--- config.mk ---
export PLATFORM = sky130hd
export DESIGN_NAME = dlx_decode_pipe
export DESIGN_NICKNAME = d
export VERILOG_FILES = /design/src/rtl/dlx_ctrl_pkg.sv /design/src/rtl/dlx_decode_pipe_mul_hold.sv /design/src/rtl/dlx_decode_pipe.sv
export SDC_FILE = /design/constraint.sdc
export NUM_CORES = 1
export LEC_CHECK = 0
export ABC_AREA = 0
export CORE_ASPECT_RATIO = 0.6
export CORE_MARGIN = 1
export CORE_UTILIZATION = 48
export CTS_CLUSTER_DIAMETER = 50
export DETAILED_ROUTE_END_ITERATION = 6
export MAX_ROUTING_LAYER = met4
export PLACE_DENSITY = 0.82
export SLEW_MARGIN = 20
export SYNTH_ARGS = -nofsm -noshare
export SYNTH_HDL_FRONTEND = slang
export SYNTH_SLANG_ARGS = --single-unit
--- constraint.sdc ---
create_clock -name clk -period 3.38 [get_ports clk]
set_clock_uncertainty 0.15 [all_clocks]
set_input_delay 0.507 -clock clk [delete_from_list [all_inputs] [get_ports clk]]
set_output_delay 0.507 -clock clk [all_outputs]
set_load 0.01 [all_outputs]
--- src/rtl/dlx_ctrl_pkg.sv ---
// rtl/dlx_ctrl_pkg.sv - DLX control bundle, opcode/func/ALU codes and the decode function
package dlx_ctrl_pkg;

    typedef struct packed {
        logic       regdst;
        logic       alusrc;
        logic       mem2reg;
        logic       regwrite;
        logic       memwrite;
        logic       branch;
        logic       jump;
        logic       extop;
        logic [1:0] fpoint;
        logic [3:0] aluctrl;
        logic [4:0] rd;
        logic [4:0] rs1;
        logic [4:0] rs2;
    } ctrl_bundle_t;

    typedef enum logic {IDLE, MUL_WAIT} mul_state_t;

    localparam logic [5:0] OP_RTYPE = 6'd0,  OP_FTYPE = 6'd1,  OP_J     = 6'd2,  OP_JAL   = 6'd3;
    localparam logic [5:0] OP_BEQZ  = 6'd4,  OP_BNEZ  = 6'd5,  OP_ADDI  = 6'd8,  OP_ADDUI = 6'd9;
    localparam logic [5:0] OP_SUBI  = 6'd10, OP_SUBUI = 6'd11, OP_ANDI  = 6'd12, OP_ORI   = 6'd13;
    localparam logic [5:0] OP_XORI  = 6'd14, OP_LHI   = 6'd15, OP_SLLI  = 6'd20, OP_SRLI  = 6'd22;
    localparam logic [5:0] OP_SRAI  = 6'd23, OP_SEQI  = 6'd24, OP_SNEI  = 6'd25, OP_SLTI  = 6'd26;
    localparam logic [5:0] OP_SGTI  = 6'd27, OP_SLEI  = 6'd28, OP_SGEI  = 6'd29, OP_LB    = 6'd32;
    localparam logic [5:0] OP_LH    = 6'd33, OP_LF    = 6'd34, OP_LW    = 6'd35, OP_LBU   = 6'd36;
    localparam logic [5:0] OP_LHU   = 6'd37, OP_SB    = 6'd40, OP_SH    = 6'd41, OP_SW    = 6'd43;

    localparam logic [10:0] FN_SLL  = 11'd4,  FN_SRL  = 11'd6,  FN_SRA     = 11'd7,  FN_MULT    = 11'd14;
    localparam logic [10:0] FN_NOP  = 11'd21, FN_MULTU = 11'd22, FN_ADD    = 11'd32, FN_ADDU    = 11'd33;
    localparam logic [10:0] FN_SUB  = 11'd34, FN_SUBU = 11'd35, FN_AND     = 11'd36, FN_OR      = 11'd37;
    localparam logic [10:0] FN_XOR  = 11'd38, FN_SEQ  = 11'd40, FN_SNE     = 11'd41, FN_SLT     = 11'd42;
    localparam logic [10:0] FN_SGT  = 11'd43, FN_SLE  = 11'd44, FN_SGE     = 11'd45, FN_MOVFP2I = 11'd52;
    localparam logic [10:0] FN_MOVI2FP = 11'd53;

    localparam logic [3:0] ALU_AND = 4'b0000, ALU_OR  = 4'b0001, ALU_XOR = 4'b0010, ALU_ADD = 4'b0011;
    localparam logic [3:0] ALU_SUB = 4'b0100, ALU_MUL = 4'b0101, ALU_SEQ = 4'b0110, ALU_SNE = 4'b0111;
    localparam logic [3:0] ALU_SGE = 4'b1000, ALU_SGT = 4'b1001, ALU_SLT = 4'b1010, ALU_SLE = 4'b1011;
    localparam logic [3:0] ALU_SLL = 4'b1100, ALU_SRL = 4'b1101, ALU_SRA = 4'b1110;

    localparam logic [1:0] FP_NONE = 2'b00, FP_F2I = 2'b01, FP_I2F = 2'b10, FP_MUL = 2'b11;

    function automatic logic is_rtype(input logic [5:0] op);
        return (op == OP_RTYPE) || (op == OP_FTYPE);
    endfunction

    function automatic ctrl_bundle_t dlx_decode(input logic [31:0] instr);
        ctrl_bundle_t c;
        logic [5:0]   op;
        logic [10:0]  fn;
        c  = '0;
        op = instr[31:26];
        fn = instr[10:0];
        if (is_rtype(op)) begin
            c.regdst   = 1'b1;
            c.regwrite = 1'b1;
            c.rd       = instr[15:11];
            c.rs1      = instr[20:16];
            c.rs2      = instr[25:21];
            case (fn)
                FN_SLL:              c.aluctrl = ALU_SLL;
                FN_SRL:              c.aluctrl = ALU_SRL;
                FN_SRA:              c.aluctrl = ALU_SRA;
                FN_ADD, FN_ADDU:     c.aluctrl = ALU_ADD;
                FN_SUB, FN_SUBU:     c.aluctrl = ALU_SUB;
                FN_AND:              c.aluctrl = ALU_AND;
                FN_OR:               c.aluctrl = ALU_OR;
                FN_XOR:              c.aluctrl = ALU_XOR;
                FN_SEQ:              c.aluctrl = ALU_SEQ;
                FN_SNE:              c.aluctrl = ALU_SNE;
                FN_SLT:              c.aluctrl = ALU_SLT;
                FN_SGT:              c.aluctrl = ALU_SGT;
                FN_SLE:              c.aluctrl = ALU_SLE;
                FN_SGE:              c.aluctrl = ALU_SGE;
                FN_MULT, FN_MULTU: begin
                    c.aluctrl = ALU_MUL;
                    c.fpoint  = FP_MUL;
                end
                FN_MOVFP2I: begin
                    c.aluctrl = ALU_ADD;
                    c.fpoint  = FP_F2I;
                end
                FN_MOVI2FP: begin
                    c.aluctrl = ALU_ADD;
                    c.fpoint  = FP_I2F;
                end
                FN_NOP:              c.regwrite = 1'b0;
                default:             c.aluctrl = ALU_AND;
            endcase
        end else if (op == OP_J || op == OP_JAL) begin
            c.jump = 1'b1;
        end else begin
            c.rd       = instr[20:16];
            c.rs1      = instr[25:21];
            c.alusrc   = 1'b1;
            c.regwrite = 1'b1;
            c.extop    = 1'b1;
            case (op)
                OP_ADDI:                            c.aluctrl = ALU_ADD;
                OP_SUBI:                            c.aluctrl = ALU_SUB;
                OP_ADDUI: begin c.aluctrl = ALU_ADD; c.extop = 1'b0; end
                OP_SUBUI: begin c.aluctrl = ALU_SUB; c.extop = 1'b0; end
                OP_ANDI:  begin c.aluctrl = ALU_AND; c.extop = 1'b0; end
                OP_ORI:   begin c.aluctrl = ALU_OR;  c.extop = 1'b0; end
                OP_XORI:  begin c.aluctrl = ALU_XOR; c.extop = 1'b0; end
                OP_SLLI:                            c.aluctrl = ALU_SLL;
                OP_SRLI:                            c.aluctrl = ALU_SRL;
                OP_SRAI:                            c.aluctrl = ALU_SRA;
                OP_SEQI:                            c.aluctrl = ALU_SEQ;
                OP_SNEI:                            c.aluctrl = ALU_SNE;
                OP_SLTI:                            c.aluctrl = ALU_SLT;
                OP_SGTI:                            c.aluctrl = ALU_SGT;
                OP_SLEI:                            c.aluctrl = ALU_SLE;
                OP_SGEI:                            c.aluctrl = ALU_SGE;
                OP_LHI, OP_LB, OP_LH, OP_LF, OP_LW: begin
                    c.aluctrl = ALU_ADD;
                    c.mem2reg = 1'b1;
                end
                OP_LBU, OP_LHU: begin
                    c.aluctrl = ALU_ADD;
                    c.mem2reg = 1'b1;
                    c.extop   = 1'b0;
                end
                OP_SB, OP_SH, OP_SW: begin
                    c.aluctrl  = ALU_ADD;
                    c.memwrite = 1'b1;
                    c.regwrite = 1'b0;
                end
                // Branches compare through the ALU and never write a register.
                OP_BEQZ, OP_BNEZ: begin
                    c.aluctrl  = ALU_SUB;
                    c.branch   = 1'b1;
                    c.alusrc   = 1'b0;
                    c.regwrite = 1'b0;
                end
                default:                            c.aluctrl = ALU_AND;
            endcase
        end
        return c;
    endfunction

endpackage

--- src/rtl/dlx_decode_pipe_mul_hold.sv ---
// rtl/dlx_decode_pipe_mul_hold.sv - issue hold counter covering the multiplier latency
module dlx_mul_hold
    import dlx_ctrl_pkg::*;
#(
    parameter int MUL_LAT = 4
) (
    input  logic clk,
    input  logic rst_n,
    input  logic start,
    input  logic flush,
    output logic busy
);

    localparam logic [3:0] HOLD_CYC = 4'(MUL_LAT - 1);

    mul_state_t state;
    logic [3:0] cnt;

    always_ff @(posedge clk or negedge rst_n) begin
        if (!rst_n) begin
            state <= IDLE;
            cnt   <= 4'd0;
        end else if (flush) begin
            state <= IDLE;
            cnt   <= 4'd0;
        end else begin
            case (state)
                IDLE: begin
                    if (start && (MUL_LAT > 1)) begin
                        cnt   <= HOLD_CYC;
                        state <= MUL_WAIT;
                    end
                end
                MUL_WAIT: begin
                    // Leaving on the 1->0 step keeps busy high for exactly MUL_LAT-1 cycles.
                    if (cnt <= 4'd1) begin
                        cnt   <= 4'd0;
                        state <= IDLE;
                    end else begin
                        cnt <= cnt - 4'd1;
                    end
                end
                default: begin
                    state <= IDLE;
                    cnt   <= 4'd0;
                end
            endcase
        end
    end

    assign busy = (state == MUL_WAIT);

endmodule

--- src/rtl/dlx_decode_pipe.sv ---
// rtl/dlx_decode_pipe.sv - registered DLX decode stage with ID/EX handshake, load-use and multiply holds
module dlx_decode_pipe
    import dlx_ctrl_pkg::*;
#(
    parameter int MUL_LAT   = 4,
    parameter int HAZARD_EN = 1
) (
    input  logic        clk,
    input  logic        rst_n,
    input  logic        if_valid,
    output logic        if_ready,
    input  logic [31:0] if_instr,
    input  logic        flush,
    output logic        ex_valid,
    input  logic        ex_ready,
    output logic        ex_regdst,
    output logic        ex_alusrc,
    output logic        ex_mem2reg,
    output logic        ex_regwrite,
    output logic        ex_memwrite,
    output logic        ex_branch,
    output logic        ex_jump,
    output logic        ex_extop,
    output logic [1:0]  ex_fpoint,
    output logic [3:0]  ex_aluctrl,
    output logic [4:0]  ex_rd,
    output logic [4:0]  ex_rs1,
    output logic [4:0]  ex_rs2,
    output logic        mul_busy
);

    ctrl_bundle_t dec;
    ctrl_bundle_t ex_q;
    logic         adv;
    logic         haz;
    logic         accept;

    assign dec = dlx_decode(if_instr);
    assign adv = !ex_valid || ex_ready;

    // rs2 only names a real source operand for R-type instructions.
    assign haz = (HAZARD_EN != 0) && ex_valid && ex_q.mem2reg && (ex_q.rd != 5'd0) &&
                 ((ex_q.rd == dec.rs1) || (is_rtype(if_instr[31:26]) && (ex_q.rd == dec.rs2)));

    assign if_ready = rst_n && !flush && adv && !haz && !mul_busy;
    assign accept   = if_valid && if_ready;

    always_ff @(posedge clk or negedge rst_n) begin
        if (!rst_n) begin
            ex_valid <= 1'b0;
            ex_q     <= '0;
        end else if (flush) begin
            ex_valid <= 1'b0;
        end else if (accept) begin
            ex_valid <= 1'b1;
            ex_q     <= dec;
        end else if (adv) begin
            ex_valid <= 1'b0;
        end
    end

    dlx_mul_hold #(
        .MUL_LAT (MUL_LAT)
    ) u_mul_hold (
        .clk   (clk),
        .rst_n (rst_n),
        .start (accept && (dec.fpoint == FP_MUL)),
        .flush (flush),
        .busy  (mul_busy)
    );

    assign ex_regdst   = ex_q.regdst;
    assign ex_alusrc   = ex_q.alusrc;
    assign ex_mem2reg  = ex_q.mem2reg;
    assign ex_regwrite = ex_q.regwrite;
    assign ex_memwrite = ex_q.memwrite;
    assign ex_branch   = ex_q.branch;
    assign ex_jump     = ex_q.jump;
    assign ex_extop    = ex_q.extop;
    assign ex_fpoint   = ex_q.fpoint;
    assign ex_aluctrl  = ex_q.aluctrl;
    assign ex_rd       = ex_q.rd;
    assign ex_rs1      = ex_q.rs1;
    assign ex_rs2      = ex_q.rs2;

endmodule

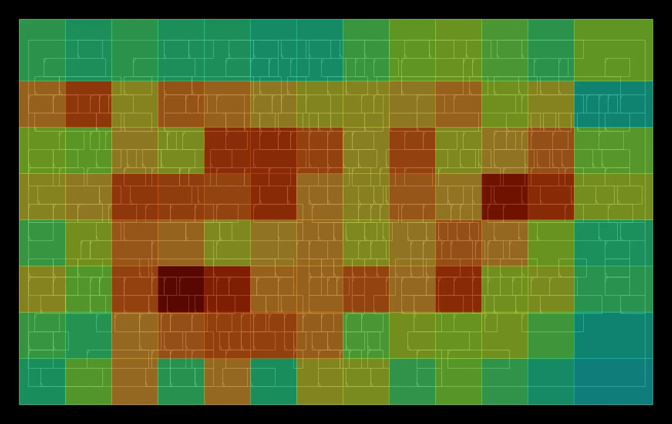
*Congestion heat map*
wire per inst: 17.2 µm
met2 usage: 38.9%
GR Layer Usage met3: 6.67%

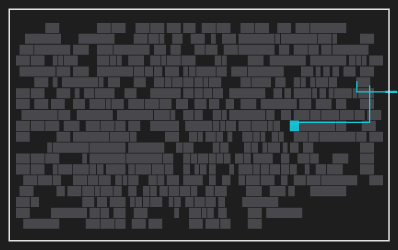
*I/O nets highlighted*
Drawn at 4 px/µm.
Cyan is `ex_ready`, direction input, edge right, end cells 1, buffers 1, wire 39.8 µm.

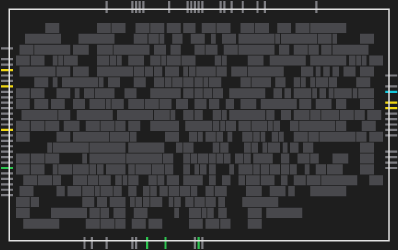
*Pin map*
Drawn at 4 px/µm. Pins as bars across the die edge, other pins in gray.
Cyan is `ex_ready`, pins 1, direction input, edge right. Green is `ex_aluctrl`, pins 4, direction output, edge 3 bottom, 1 left. Yellow is `ex_rs2`, pins 5, direction output, edge 3 left, 2 right.

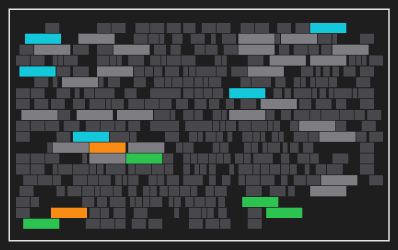
*Sequential cells grouped by signal name*
Drawn at 4 px/µm. Other sequential cells in the stronger gray, the rest of the logic in the fainter gray.
Green is `ex_aluctrl`, sequential cells 4. Cyan is `ex_rs2`, sequential cells 5. Orange is `ex_fpoint`, sequential cells 2.
Another 24 sequential cells are not colored.

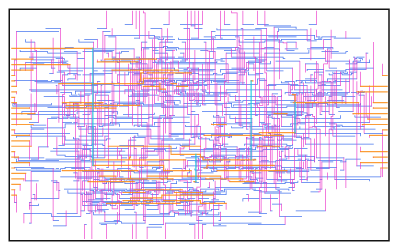
*Metal layers overlaid*
Drawn at 4 px/µm.
Orange is met3, wire length 665 µm. Blue is met1, wire length 3550 µm. Cyan is met4, wire length 63.2 µm. Magenta is met2, wire length 2950 µm.

==> reports/metrics.yaml <==
yosys:
  async_flop_share_pct: 100
  syn_nets: 310
  ys.flops: 35
  yosysSeqAreaShare_pct: 35.5
  synth_cell_types: 55
final_timing:
  setup-tns-final_ns: 0
  slew_viol_final: 0
  period_used_pct: 95.9
  finalSetupViolations: 0
  hold_viol_final: 0
floorplan:
  fp.dieH_um: 57.5
  rows: 19
clocking:
  htree_levels: 2
  cts_tree: "yes"
  cts_post_setup_buffers_inserted: 0
  clkLatencyLatePin_ns: 0.29
critical_path:
  cpMostUsedCell: "buf_4"
  reg2regPathDepth: 8
  r2r_start: "ex_rd[0]$_DFFE_PN0P_"
drt:
  num_vias: 2467
  wl_met1_um: 3550
  drc: 0
run_status:
  status: "complete, no violations"
min_path:
  min_path_type: "reg -> reg"
placement:
  dp_hpwl_um: 5400
finish:
  fill_cells: 356
  drive_gt1_share_pct: 12.8
  lay_top_cells: "clkdlybuf4s50_1 (67), dfrtp_1 (35), buf_4 (28)"
flow_run:
  max_cap_viol_count: 0
global_route:
  grt_use_total_pct: 29.2
[through the flow]
step / instance area [µm²] / util [%] / std cells / hold WS (ns) / setup slack (ns)
after floorplan: 2470 / - / 271 / 0.0614 / 0.774
after global placement: 3380 / 71.1 / 414 / 0.318 / -0.0432
after detailed placement: 3380 / 71.1 / 414 / 0.329 / -0.0837
after CTS: 3470 / 73.1 / 421 / 0.346 / 0.142
after global routing: 3470 / 73.1 / 421 / 0.359 / 0.0343
final: 3470 / 73.1 / 421 / 0.338 / 0.139
[cells by family after synthesis]
group,after synthesis
flip-flops,35
AND-OR/OR-AND,64
adder cells (fa/ha/maj),2
buffers and inverters,31
AND/OR/NAND/NOR,93
multiplexers,32
XOR/XNOR,14
[cells in the mapped netlist (all sizes together), types with 3 or more instances]
cell type  number  area share [%]
nand2          17             2.6
nor2b           5             1.3
or4             4             1.4
nor3b           4             1.4
buf             6             1.7
o21ai          16             3.2
nor4            8             2.9
xnor2           4             1.4
xor2           10             3.6
nand3b          3            0.91
inv            14             2.1
mux2i          11             4.5
clkbuf         11             1.7
nand2b         13             3.3
a22o            5             1.8
dfrtp          35              36
or3             3            0.76
nor2           14             2.1
o22ai           3            0.76
a21oi          16             3.2
nor3            8             1.6
mux2           21             9.6
nand3           8             1.6
[final cells by class]
cell class | count | area (µm²) | share of cell area (%)
multi-input cells | 205 | 1470 | 42.3
inverters | 14 | 52.6 | 1.51
well taps | 63 | 78.8 | 2.27
repair buffers | 97 | 910 | 26.2
clock buffers | 6 | 82.6 | 2.38
clock inverters | 1 | 5.00 | 0.144
flip-flops and latches | 35 | 876 | 25.2
[routing by layer]
layer / track usage, % / up-vias
met5: - / -
met4: 9.09 / 0
met3: 6.67 / 8
met2: 38.9 / 135
met1: 43.3 / 1169
li1: - / 1155
[critical path, delay by kind of cell]
family / cells / cell delay [ns]
buffers and inverters: 4 / 1.07
AND/OR/NAND/NOR: 3 / 0.60
multiplexers: 1 / 0.26
AND-OR/OR-AND: 1 / 0.15
[flip-flops by register name (all words and copies together), names as in the netlist, 2 cells and up]
register,flops
ex_rd,5
ex_rs2,5
ex_fpoint,2
u_mul_hold.cnt,4
ex_rs1,5
ex_aluctrl,4
[what timing repair did]
action / CTS / global route
endpoints found under the setup margin: 1 / 0
gates resized: 3 / 0
hold buffers: 0 / 0
[worst min-delay path by stage]
stage / end / slack [ns] / cells past startpoint
finish: ex_branch$_DFFE_PN0P_ / 0.34 / 1
global route: ex_aluctrl[2]$_DFFE_PN0P_ / 0.36 / 1
CTS: ex_branch$_DFFE_PN0P_ / 0.35 / 1
detailed placement: ex_regdst$_DFFE_PN0P_ / 0.33 / 1
global placement: ex_extop$_DFFE_PN0P_ / 0.32 / 1
floorplan: ex_aluctrl[0]$_DFFE_PN0P_ / 0.06 / 0
[power breakdown]
part           switching, W  internal [W]  total (W)
combinational      0.000167      0.000207   0.000374
clock              0.000151      0.000160   0.000310
sequential        0.0000526      0.000463   0.000516
total              0.000370      0.000831    0.00120
